### src/rtl/stg_pkg.sv
// Shared STG definitions: arbiter state encoding, default pool sizing and
// the spawn record handed to the bullet datapath.
package stg_pkg;

  localparam int DEF_N_REQ    = 4;
  localparam int DEF_N_SLOT   = 16;
  localparam int SPAWN_SLOT_W = 6;  // wide enough for the largest pool (64)
  localparam int SRC_W        = 3;  // wide enough for the largest emitter count (8)

  typedef enum logic [0:0] {
    ST_RUN   = 1'b0,
    ST_CLEAR = 1'b1
  } state_e;

  typedef struct packed {
    logic                    valid;
    logic [SPAWN_SLOT_W-1:0] slot;
    logic [SRC_W-1:0]        src;
  } spawn_t;

endpackage

### src/rtl/bullet_pool_arbiter_if.sv
// Emitter/controller-facing bundle of the bullet pool arbiter.
// Optional BULLET_POOL_STATS_EN adds the drop_count statistics signal.
interface bullet_pool_arbiter_if
  import stg_pkg::*;
#(
  parameter int N_REQ  = DEF_N_REQ,
  parameter int N_SLOT = DEF_N_SLOT,
  parameter int SLOT_W = $clog2(N_SLOT)
);
  logic              game_en;
  logic              game_reset;
  logic [N_REQ-1:0]  req;
  logic              release_valid;
  logic [SLOT_W-1:0] release_slot;
  logic [N_REQ-1:0]  gnt;
  logic              spawn_valid;
  logic [SLOT_W-1:0] spawn_slot;
  logic [2:0]        spawn_src;
  logic [N_SLOT-1:0] slot_busy;
  logic [SLOT_W:0]   free_count;
  logic              pool_full;
  logic              ready;
`ifdef BULLET_POOL_STATS_EN
  logic [15:0]       drop_count;
`endif

  modport master (
    output game_en, game_reset, req, release_valid, release_slot,
    input  gnt, spawn_valid, spawn_slot, spawn_src, slot_busy,
    input  free_count, pool_full, ready
`ifdef BULLET_POOL_STATS_EN
    , input drop_count
`endif
  );

  modport slave (
    input  game_en, game_reset, req, release_valid, release_slot,
    output gnt, spawn_valid, spawn_slot, spawn_src, slot_busy,
    output free_count, pool_full, ready
`ifdef BULLET_POOL_STATS_EN
    , output drop_count
`endif
  );

endinterface

### src/rtl/rr_arbiter.sv
// Combinational round-robin picker: first set req bit after ptr, with wrap.
module rr_arbiter #(
  parameter int N     = 4,
  parameter int IDX_W = $clog2(N)
) (
  input  logic [N-1:0]     req,
  input  logic [IDX_W-1:0] ptr,
  output logic [N-1:0]     win_oh,
  output logic [IDX_W-1:0] win_idx
);

  logic             found;
  int unsigned      cand;
  logic [IDX_W-1:0] cand_idx;

  // Scan ptr+1 .. ptr+N (mod N); ptr itself is visited last.
  always_comb begin
    win_oh   = '0;
    win_idx  = '0;
    found    = 1'b0;
    cand     = 0;
    cand_idx = '0;
    for (int unsigned k = 1; k <= N; k++) begin
      cand     = (32'(ptr) + k) % N;
      cand_idx = IDX_W'(cand);
      if (!found && req[cand_idx]) begin
        found           = 1'b1;
        win_oh[cand_idx] = 1'b1;
        win_idx         = cand_idx;
      end
    end
  end

endmodule

### src/rtl/bullet_pool_arbiter.sv
// Bullet slot pool arbiter: round-robin emitter grant, lowest-free slot
// allocation, slot release and a one-slot-per-cycle clear sweep.
// Optional BULLET_POOL_STATS_EN adds a saturating drop_count statistic.
module bullet_pool_arbiter
  import stg_pkg::*;
#(
  parameter int N_REQ  = DEF_N_REQ,
  parameter int N_SLOT = DEF_N_SLOT,
  parameter int SLOT_W = $clog2(N_SLOT)
) (
  input logic                  clk,
  input logic                  hard_reset,
  bullet_pool_arbiter_if.slave bus
);

  localparam int                IDX_W     = $clog2(N_REQ);
  localparam logic [IDX_W-1:0]  PTR_RST   = IDX_W'(N_REQ - 1);
  localparam logic [SLOT_W:0]   FULL_CNT  = (SLOT_W + 1)'(N_SLOT);
  localparam logic [SLOT_W-1:0] LAST_SLOT = SLOT_W'(N_SLOT - 1);

  state_e            state_q, state_d;
  logic [N_SLOT-1:0] busy_q, busy_d;
  logic [SLOT_W:0]   free_q, free_d;
  logic [IDX_W-1:0]  ptr_q, ptr_d;
  logic [SLOT_W-1:0] sweep_q, sweep_d;
  logic [N_REQ-1:0]  gnt_q, gnt_d;
  spawn_t            spawn_q, spawn_d;
`ifdef BULLET_POOL_STATS_EN
  logic [15:0]       drop_q, drop_d;
`endif

  logic [N_REQ-1:0]  win_oh;
  logic [IDX_W-1:0]  win_idx;
  logic [SLOT_W-1:0] free_slot;
  logic              free_found;
  logic              pool_full;
  logic              alloc;
  logic              rel_ok;

  rr_arbiter #(
    .N     (N_REQ),
    .IDX_W (IDX_W)
  ) u_rr (
    .req     (bus.req),
    .ptr     (ptr_q),
    .win_oh  (win_oh),
    .win_idx (win_idx)
  );

  assign pool_full = (free_q == '0);

  // Lowest-index free slot of the registered occupancy map.
  always_comb begin
    free_slot  = '0;
    free_found = 1'b0;
    for (int unsigned s = 0; s < N_SLOT; s++) begin
      if (!free_found && !busy_q[s]) begin
        free_found = 1'b1;
        free_slot  = SLOT_W'(s);
      end
    end
  end

  // Next-state: grant/allocate/release in RUN, slot sweep in CLEAR.
  always_comb begin
    state_d = state_q;
    busy_d  = busy_q;
    free_d  = free_q;
    ptr_d   = ptr_q;
    sweep_d = sweep_q;
    gnt_d   = '0;
    spawn_d = '0;
    alloc   = 1'b0;
    rel_ok  = 1'b0;
`ifdef BULLET_POOL_STATS_EN
    drop_d  = drop_q;
`endif
    case (state_q)
      ST_RUN: begin
        if (bus.game_reset) begin
          state_d = ST_CLEAR;
          sweep_d = '0;
`ifdef BULLET_POOL_STATS_EN
          drop_d  = '0;
`endif
        end else begin
          rel_ok = bus.release_valid && busy_q[bus.release_slot];
          alloc  = bus.game_en && (|bus.req) && !pool_full;
          // Allocation uses the pre-release map, so it never picks the
          // slot being returned in the same cycle.
          if (alloc) begin
            busy_d[free_slot] = 1'b1;
            gnt_d             = win_oh;
            ptr_d             = win_idx;
            spawn_d.valid     = 1'b1;
            spawn_d.slot      = SPAWN_SLOT_W'(free_slot);
            spawn_d.src       = SRC_W'(win_idx);
          end
          if (rel_ok) begin
            busy_d[bus.release_slot] = 1'b0;
          end
          free_d = free_q - (SLOT_W + 1)'(alloc) + (SLOT_W + 1)'(rel_ok);
`ifdef BULLET_POOL_STATS_EN
          if (bus.game_en && (|bus.req) && pool_full && (drop_q != '1)) begin
            drop_d = drop_q + 16'd1;
          end
`endif
        end
      end
      ST_CLEAR: begin
        if (bus.game_reset) begin
          sweep_d = '0;
`ifdef BULLET_POOL_STATS_EN
          drop_d  = '0;
`endif
        end else begin
          busy_d[sweep_q] = 1'b0;
          if (busy_q[sweep_q]) begin
            free_d = free_q + 1'b1;
          end
          if (sweep_q == LAST_SLOT) begin
            state_d = ST_RUN;
            free_d  = FULL_CNT;
            ptr_d   = PTR_RST;
            sweep_d = '0;
          end else begin
            sweep_d = sweep_q + 1'b1;
          end
        end
      end
      default: state_d = ST_RUN;
    endcase
  end

  // State registers with synchronous hard reset.
  always_ff @(posedge clk) begin
    if (hard_reset) begin
      state_q <= ST_RUN;
      busy_q  <= '0;
      free_q  <= FULL_CNT;
      ptr_q   <= PTR_RST;
      sweep_q <= '0;
      gnt_q   <= '0;
      spawn_q <= '0;
`ifdef BULLET_POOL_STATS_EN
      drop_q  <= '0;
`endif
    end else begin
      state_q <= state_d;
      busy_q  <= busy_d;
      free_q  <= free_d;
      ptr_q   <= ptr_d;
      sweep_q <= sweep_d;
      gnt_q   <= gnt_d;
      spawn_q <= spawn_d;
`ifdef BULLET_POOL_STATS_EN
      drop_q  <= drop_d;
`endif
    end
  end

  assign bus.gnt         = gnt_q;
  assign bus.spawn_valid = spawn_q.valid;
  assign bus.spawn_slot  = spawn_q.slot[SLOT_W-1:0];
  assign bus.spawn_src   = spawn_q.src;
  assign bus.slot_busy   = busy_q;
  assign bus.free_count  = free_q;
  assign bus.pool_full   = pool_full;
  assign bus.ready       = (state_q == ST_RUN);
`ifdef BULLET_POOL_STATS_EN
  assign bus.drop_count  = drop_q;
`endif

endmodule

### src/flat_wrapper.sv
// flat-port wrapper written by rule: the top's interface ports become plain ports
module bullet_pool_arbiter_flat import stg_pkg::*;
#(
  parameter int N_REQ  = DEF_N_REQ,
  parameter int N_SLOT = DEF_N_SLOT,
  parameter int SLOT_W = $clog2(N_SLOT)
)
  (clk, hard_reset, bus_game_en, bus_game_reset, bus_req, bus_release_valid, bus_release_slot, bus_gnt, bus_spawn_valid, bus_spawn_slot, bus_spawn_src, bus_slot_busy, bus_free_count, bus_pool_full, bus_ready);
  bullet_pool_arbiter_if #(.N_REQ(N_REQ), .N_SLOT(N_SLOT), .SLOT_W(SLOT_W)) bus_i ();
  input logic clk;
  input logic hard_reset;
  input wire logic [$bits(bus_i.game_en)-1:0] bus_game_en;
  input wire logic [$bits(bus_i.game_reset)-1:0] bus_game_reset;
  input wire logic [$bits(bus_i.req)-1:0] bus_req;
  input wire logic [$bits(bus_i.release_valid)-1:0] bus_release_valid;
  input wire logic [$bits(bus_i.release_slot)-1:0] bus_release_slot;
  output wire logic [$bits(bus_i.gnt)-1:0] bus_gnt;
  output wire logic [$bits(bus_i.spawn_valid)-1:0] bus_spawn_valid;
  output wire logic [$bits(bus_i.spawn_slot)-1:0] bus_spawn_slot;
  output wire logic [$bits(bus_i.spawn_src)-1:0] bus_spawn_src;
  output wire logic [$bits(bus_i.slot_busy)-1:0] bus_slot_busy;
  output wire logic [$bits(bus_i.free_count)-1:0] bus_free_count;
  output wire logic [$bits(bus_i.pool_full)-1:0] bus_pool_full;
  output wire logic [$bits(bus_i.ready)-1:0] bus_ready;
  assign bus_i.game_en = bus_game_en;
  assign bus_i.game_reset = bus_game_reset;
  assign bus_i.req = bus_req;
  assign bus_i.release_valid = bus_release_valid;
  assign bus_i.release_slot = bus_release_slot;
  assign bus_gnt = bus_i.gnt;
  assign bus_spawn_valid = bus_i.spawn_valid;
  assign bus_spawn_slot = bus_i.spawn_slot;
  assign bus_spawn_src = bus_i.spawn_src;
  assign bus_slot_busy = bus_i.slot_busy;
  assign bus_free_count = bus_i.free_count;
  assign bus_pool_full = bus_i.pool_full;
  assign bus_ready = bus_i.ready;
  bullet_pool_arbiter #(.N_REQ(N_REQ), .N_SLOT(N_SLOT), .SLOT_W(SLOT_W)) u_core (.clk(clk), .hard_reset(hard_reset), .bus(bus_i));
endmodule
### config.mk
export PLATFORM = sky130hd
export DESIGN_NAME = bullet_pool_arbiter_flat
export DESIGN_NICKNAME = d
export VERILOG_FILES = /design/src/rtl/stg_pkg.sv /design/src/rtl/bullet_pool_arbiter_if.sv /design/src/rtl/rr_arbiter.sv /design/src/rtl/bullet_pool_arbiter.sv /design/src/flat_wrapper.sv
export SDC_FILE = /design/constraint.sdc
export NUM_CORES = 1
export LEC_CHECK = 0
export ABC_AREA = 1
export CAP_MARGIN = 20
export CORE_ASPECT_RATIO = 1.25
export CORE_MARGIN = 2
export CORE_UTILIZATION = 42
export CTS_CLUSTER_SIZE = 30
export DETAILED_ROUTE_END_ITERATION = 10
export HOLD_SLACK_MARGIN = 0.06
export REMOVE_ABC_BUFFERS = 1
export SLEW_MARGIN = 30
export SYNTH_ARGS = -nofsm -noshare
export SYNTH_HDL_FRONTEND = slang
export SYNTH_HIERARCHICAL = 1
export SYNTH_SLANG_ARGS = --single-unit
### constraint.sdc
create_clock -name clk -period 4.4 [get_ports clk]
set_input_delay 0.88 -clock clk [delete_from_list [all_inputs] [get_ports clk]]
set_output_delay 0.88 -clock clk [all_outputs]
set_load 0.005 [all_outputs]
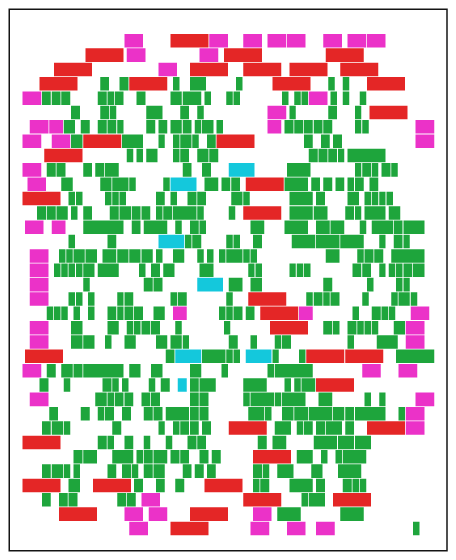
Figure 1: cells colored by class.
color	class	cells	share of their area
red	flops	39	21%
cyan	clock drivers and dummy loads	7	2.3%
green	all other logic	425	64%
magenta	other buffers and delay cells	51	13%

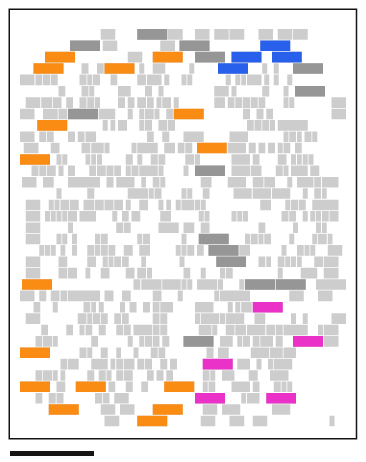
Figure 2: sequential cells colored by netlist name.
Scale bar: 20 um. Other sequential cells in the stronger gray, the rest of the logic in the fainter gray.
color	signal	placed flops
orange	`u_core/bus.slot_busy`	16
blue	`u_core/bus.gnt`	4
magenta	`u_core/bus.free_count`	5
not colored	14

==> impl_metrics.ini <==
; implementation run metrics
[setup_path]
critPathBufInv = 4
crit_start = bus_release_slot[1]
crit_top_cell = o21ai_0
r2r-end = u_core/bus.free_count[4]

[placed_design]
dpl.hpwl_mm = 7.28
portBuffers = 46
gp_congestion = 0.985

[status]
status = completed

[detailed_routing]
drt_wl_total_mm = 9.93
wl_met2_mm = 4.98
antenna_left = 0
drt-vias-per-instance = 5.71
drt_iter0_drc = 177
drt_first_pass_iters = 4

[cts]
cts_buffer_depth = 2
htreeDepth = 2
post_cts_buffers = 0
clk_latency_ns = 0.29
holdBufCountCts = 0

[yosys]
top_area_cell = dfxtp_1
ys_sh_aoi_pct = 25.0
common_cells = nand2_1 (59), inv_1 (56), o21ai_0 (51)
topCellsByArea = dfxtp_1 (24%), ha_1 (8.5%), o21ai_0 (7.8%)
top_cell = nand2_1
synth_async_sr_flop_share_pct = 0
adder_share_pct = 9.08
yosysCellCount = 482
xor_share_pct = 1.88
netlist_instances = 482
mux_area_share_pct = 0
flop_cell = dfxtp_1
yosys_warnings = 6
synthTopLogicFamily = simple AND/OR/NAND/NOR gates

[power_and_ir_drop]
cellPowerDensity_mw_per_mm2 = 265
power.total_w = 0.00102
pwr-share-clk_pct = 24.6
pg_comb_w = 0.000356

[job]
warning_count = 39
cap_violations = 0

[final_timing]
tightest_slew_ns = 0.661
fin_skew_ns = 0.0142
drv_slew = 0
max_freq_mhz = 270

[global_routing]
grt_max_degree = 25
grt_pass1_vias = 3293

[layout]
diodes = 0
comb_area_sq_mm = 0.00214
nMultiInputCombCells = 361
nonClkBufAreaFrac_pct = 12.9
flop-count = 39
inverters = 64
lay_top_count = nand2_1
n_fill_cell = 781
fin_nets = 558
sh_seq_area_pct = 20.2

[hold_path]
hold_path_depth = 2

[die]
rows = 35
die_h_um = 102
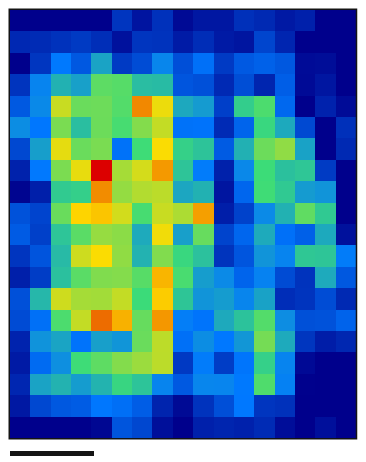
Figure 3: wiring heat map.
Scale bar: 20 um. The die is cut into 17 by 20 equal tiles; dark blue is low, red is high, scaled to the fullest tile. Values are wire area over tile area, all layers added.
emptiest ninth of the die	upper right
fullest tile	0.65
nearly empty tiles	12%
mean over tiles	0.19
tiles over half the peak	23%

Power is estimated from default activity; no workload was simulated.
